Figure 1. Cell outlines without signal wires.
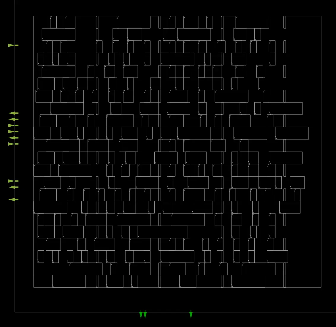
Figure 2. Wires at chosen ports, followed through buffers.
(4 px per um)
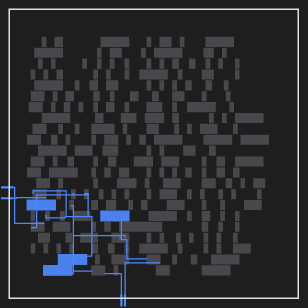
## src/rtl/pulse_queue_if.sv

```systemverilog
// -----------------------------------------------------------------------------
// pulse_queue_if
// Purpose : bundles the event-side and pulse-CDC-side signals of pulse_queue.
// Signals :
//   evt_in    - event request, one cycle per event (driver -> queue)
//   cdc_done  - handshake-complete pulse from the pulse-CDC acknowledge
//   err_clr   - clears the sticky error flags
//   pulse_out - single-cycle pulse towards the pulse-CDC stage
//   pend_cnt  - accepted events not yet issued
//   busy      - queue FSM is not idle
//   ovf       - sticky: an event was dropped
//   tmo_err   - sticky: a handshake timed out
// Modports: master = event source / CDC side, slave = pulse_queue itself.
// -----------------------------------------------------------------------------
interface pulse_queue_if #(
    parameter int CNT_W = 4
);
    logic             evt_in;
    logic             cdc_done;
    logic             err_clr;
    logic             pulse_out;
    logic [CNT_W-1:0] pend_cnt;
    logic             busy;
    logic             ovf;
    logic             tmo_err;

    modport master (
        output evt_in, cdc_done, err_clr,
        input  pulse_out, pend_cnt, busy, ovf, tmo_err
    );

    modport slave (
        input  evt_in, cdc_done, err_clr,
        output pulse_out, pend_cnt, busy, ovf, tmo_err
    );
endinterface

```

## src/rtl/pulse_queue.sv

```systemverilog
// -----------------------------------------------------------------------------
// pulse_queue
// Purpose : counts incoming single-cycle events and forwards them one at a time
//           to a pulse-CDC stage, waiting for its acknowledge (cdc_done) before
//           issuing the next one, with a guard gap after every handshake and a
//           timeout that abandons a handshake that never completes.
// Params  : CNT_W - pending counter width (capacity 2^CNT_W-1)
//           TMO   - WAIT cycles before a handshake is abandoned (2..255)
//           GAP   - idle cycles after each handshake (0..15)
// Ports   : clk - rising-edge clock
//           rst - synchronous active-high reset
//           bus - pulse_queue_if.slave (evt_in, cdc_done, err_clr in;
//                 pulse_out, pend_cnt, busy, ovf, tmo_err out)
// -----------------------------------------------------------------------------
module pulse_queue #(
    parameter int CNT_W = 4,
    parameter int TMO   = 64,
    parameter int GAP   = 2
) (
    input  logic          clk,
    input  logic          rst,
    pulse_queue_if.slave  bus
);

    typedef enum logic [1:0] {
        IDLE   = 2'd0,
        WAIT   = 2'd1,
        GAP_ST = 2'd2
    } state_t;

    localparam logic [CNT_W-1:0] PMAX     = {CNT_W{1'b1}};
    localparam logic [7:0]       TMO_LAST = 8'(TMO - 1);
    localparam logic [3:0]       GAP_LD   = 4'(GAP);

    state_t           state_q, state_d;
    logic [7:0]       tmr_q, tmr_d;
    logic [3:0]       gap_q, gap_d;
    logic [CNT_W-1:0] cnt_q, cnt_d;
    logic             pulse_q, busy_q, ovf_q, tmo_q;

    logic iss;      // event leaves the queue (IDLE -> WAIT)
    logic acc;      // evt_in is accepted into the queue
    logic drop;     // evt_in arrived with no room
    logic tmo_hit;  // handshake abandoned this cycle

    always_comb begin
        state_d = state_q;
        tmr_d   = tmr_q;
        gap_d   = gap_q;
        iss     = 1'b0;
        tmo_hit = 1'b0;
        unique case (state_q)
            IDLE: begin
                if (cnt_q != '0 || bus.evt_in) begin
                    state_d = WAIT;
                    iss     = 1'b1;
                    tmr_d   = '0;
                end
            end
            WAIT: begin
                // cdc_done takes priority, so a done on the last timer cycle
                // still counts as a successful handshake.
                if (bus.cdc_done || tmr_q == TMO_LAST) begin
                    tmo_hit = ~bus.cdc_done;
                    if (GAP == 0) begin
                        state_d = IDLE;
                    end else begin
                        state_d = GAP_ST;
                        gap_d   = GAP_LD;
                    end
                end else begin
                    tmr_d = tmr_q + 8'd1;
                end
            end
            GAP_ST: begin
                if (gap_q <= 4'd1) begin
                    state_d = IDLE;
                end else begin
                    gap_d = gap_q - 4'd1;
                end
            end
            default: state_d = IDLE;
        endcase

        // A full queue still takes an event when one leaves in the same cycle.
        acc   = bus.evt_in && (cnt_q != PMAX || iss);
        drop  = bus.evt_in && !acc;
        cnt_d = cnt_q + CNT_W'(acc) - CNT_W'(iss);
    end

    always_ff @(posedge clk) begin
        if (rst) begin
            state_q <= IDLE;
            tmr_q   <= '0;
            gap_q   <= '0;
            cnt_q   <= '0;
            pulse_q <= 1'b0;
            busy_q  <= 1'b0;
            ovf_q   <= 1'b0;
            tmo_q   <= 1'b0;
        end else begin
            state_q <= state_d;
            tmr_q   <= tmr_d;
            gap_q   <= gap_d;
            cnt_q   <= cnt_d;
            pulse_q <= iss;
            busy_q  <= (state_d != IDLE);
            // Setting a flag wins over clearing it in the same cycle.
            ovf_q   <= drop    | (ovf_q & ~bus.err_clr);
            tmo_q   <= tmo_hit | (tmo_q & ~bus.err_clr);
        end
    end

    assign bus.pulse_out = pulse_q;
    assign bus.pend_cnt  = cnt_q;
    assign bus.busy      = busy_q;
    assign bus.ovf       = ovf_q;
    assign bus.tmo_err   = tmo_q;

endmodule

```

## src/flat_wrapper.sv

```systemverilog
// flat-port wrapper written by rule: the top's interface ports become plain ports
module pulse_queue_flat 
#(
    parameter int CNT_W = 4,
    parameter int TMO   = 64,
    parameter int GAP   = 2
)
  (clk, rst, bus_evt_in, bus_cdc_done, bus_err_clr, bus_pulse_out, bus_pend_cnt, bus_busy, bus_ovf, bus_tmo_err);
  pulse_queue_if #(.CNT_W(CNT_W)) bus_i ();
  input  logic clk;
  input  logic rst;
  input wire logic [$bits(bus_i.evt_in)-1:0] bus_evt_in;
  input wire logic [$bits(bus_i.cdc_done)-1:0] bus_cdc_done;
  input wire logic [$bits(bus_i.err_clr)-1:0] bus_err_clr;
  output wire logic [$bits(bus_i.pulse_out)-1:0] bus_pulse_out;
  output wire logic [$bits(bus_i.pend_cnt)-1:0] bus_pend_cnt;
  output wire logic [$bits(bus_i.busy)-1:0] bus_busy;
  output wire logic [$bits(bus_i.ovf)-1:0] bus_ovf;
  output wire logic [$bits(bus_i.tmo_err)-1:0] bus_tmo_err;
  assign bus_i.evt_in = bus_evt_in;
  assign bus_i.cdc_done = bus_cdc_done;
  assign bus_i.err_clr = bus_err_clr;
  assign bus_pulse_out = bus_i.pulse_out;
  assign bus_pend_cnt = bus_i.pend_cnt;
  assign bus_busy = bus_i.busy;
  assign bus_ovf = bus_i.ovf;
  assign bus_tmo_err = bus_i.tmo_err;
  pulse_queue #(.CNT_W(CNT_W), .TMO(TMO), .GAP(GAP)) u_core (.clk(clk), .rst(rst), .bus(bus_i));
endmodule
```

## config.mk

```make
export PLATFORM = sky130hd
export DESIGN_NAME = pulse_queue_flat
export DESIGN_NICKNAME = d
export VERILOG_FILES = /design/src/rtl/pulse_queue_if.sv /design/src/rtl/pulse_queue.sv /design/src/flat_wrapper.sv
export SDC_FILE = /design/constraint.sdc
export NUM_CORES = 1
export LEC_CHECK = 0
export ABC_AREA = 1
export CAP_MARGIN = 20
export CELL_PAD_IN_SITES_DETAIL_PLACEMENT = 2
export CELL_PAD_IN_SITES_GLOBAL_PLACEMENT = 2
export CORE_MARGIN = 4
export CORE_UTILIZATION = 34
export DETAILED_ROUTE_END_ITERATION = 8
export HOLD_SLACK_MARGIN = 0.05
export PLACE_DENSITY_LB_ADDON = 0.3
export SYNTH_ARGS = -nofsm -noshare
export SYNTH_HDL_FRONTEND = slang
export SYNTH_SLANG_ARGS = --single-unit
```

## constraint.sdc

```tcl
create_clock -name clk -period 6.16 [get_ports clk]
set_clock_uncertainty 0.05 [all_clocks]
set_input_delay 1.232 -clock clk [delete_from_list [all_inputs] [get_ports clk]]
set_output_delay 1.232 -clock clk [all_outputs]
set_load 0.05 [all_outputs]
```

==> GITHUB_STEP_SUMMARY <==
## Implementation flow summary

| Metric | Value |
|---|---|
| Row cnt | 22 |
| Max VDD drop | 269 uV |
| CTS tree | done |
| Synth cell types | 26 |
| Die Area | 5170 um2 |
| Placed Area | 1560 um2 |
| Max-cap viol count | 0 |
| # Cells Yosys | 197 |
| Post-synthesis async set-or-reset flop share | 0 |
| WL final | 4050 um |
| Crit-path cells | clkdlybuf4s50_1 > nor2_1 > nand2_1 > nand2_1 > inv_1 > ha_1 > inv_1 > ha_1 > fa_1 > xnor2_1 > nor2_1 |
| R2R setup slack | 3.72 ns |
| Total GRT Usage | 0.174 |
| Clock Tree Root | clkbuf_8 |
| Post-synth top flop | dfxtp_1 |
| Die Wd | 71.9 um |
| Vias/cell | 5.08 |
| # hold bufs at CTS | 0 |
| Synthesized instance count | 197 |
| Post-synth regs | 22 |
| Nets | 232 |
| Critical path class | input port to flop |
| TNS Setup | 0 ns |
| # setup viols final | 0 |
| Synth area leaders | dfxtp_1, nand2_1, ha_1, inv_1, nor2_1 |
| Post-DP HPWL | 3130 um |
| Vias in the first global route | 1506 |
| CTS sink count | 22 |
| Routability cong. | 0.774 |
| Area leader, netlist | dfxtp_1 |
| Final Hold Fails | 0 |
| Antenna cells | 0 |
| Cell at the slowest stage of the critical path | clkdlybuf4s50_1 |
| Critical Path Start Type | input port |
| Outcome | completed |
| Die y size | 71.9 um |
| Unrepaired setup endpoints after global routing | no |
| Crit path max fanout | 5 |
| Most numerous cell in the Yosys netlist | nand2_1 |
Back to the opening pictures, Figure 1:
Post-Layout Cell Count: 260
Seq cells: 22
fill count: 469

Back to the opening pictures, Figure 2:
- bus_pend_cnt: blue (direction output; end cells 4; buffers 4; wire 181 um)
Top-Level Pins: 13
PortBufs: 12

[routing by layer]
| layer | vias to the layer above | global-route usage | wire length (um) |
|---|---|---|---|
| met5 | - | 0 | 0 |
| met4 | 0 | 0.0438 | 58 |
| met3 | 7 | 0.0266 | 87 |
| met2 | 19 | 0.315 | 2070 |
| met1 | 648 | 0.211 | 1830 |
| li1 | 647 | - | - |
[worst min path at each step]
| stage | from | endpoint |
|---|---|---|
| finish | u_core.bus.ovf | u_core.bus.ovf |
| global route | u_core.bus.ovf | u_core.bus.ovf |
| CTS | u_core.bus.ovf | u_core.bus.ovf |
| detailed placement | u_core.bus.ovf | u_core.bus.ovf |
| global placement | u_core.bus.tmo_err | u_core.bus.tmo_err |
| floorplan | u_core.gap_q[0] | u_core.gap_q[0] |
[where the power goes]
part	switching [mW]	internal, mW	total (mW)
registers	0.0271	0.176	0.203
logic	0.290	0.144	0.434
clock network	0.0552	0.0870	0.142
[registers in the layout, indices dropped and copies added (netlist names)]
signal and cells:
u_core.tmr_q 8, u_core.bus.pulse_out 1, u_core.bus.ovf 1, u_core.bus.pend_cnt 4
u_core.state_q 2, u_core.gap_q 4, u_core.bus.tmo_err 1, u_core.bus.busy 1
[stage by stage]
step,instances,hold WS (ns)
after global routing,260,0.457
after global placement,256,0.408
after CTS,260,0.427
final,260,0.426
after detailed placement,256,0.412
after floorplan,197,0.408
[critical path, delay by kind of cell]
kind,cells,cell delay [ns]
XOR/XNOR,1,0.15
adder cells (fa/ha/maj),3,0.90
buffers and inverters,3,0.57
AND/OR/NAND/NOR,4,0.50
[cell families after synthesis]
kind of cell / share of synthesized area
buf+inv: 0.0965
simple gates: 0.325
fa+ha+maj: 0.132
xor+xnor: 0.0189
compound gates: 0.111
flops: 0.317
[cells in the final DEF, fill, tap and decap left out, drive strengths merged, types with 2 or more instances in the layout]
cell,count
nand2,48
inv,34
nor2,32
dfxtp,22
a21oi,14
ha,13
clkdlybuf4s50,12
nand3,11
o21ai,7
nand4,5
xnor2,3
clkbuf,3
nor3,2
[layout make-up]
class / count / area share
multi-input combinational: 140 / 0.497
tap: 48 / 0.0367
clock inverter: 1 / 0.0184
timing repair buffer: 12 / 0.0735
sequential: 22 / 0.269
inverter: 34 / 0.0796
clock buffer: 3 / 0.0252
Power is estimated from default activity; no workload was simulated.
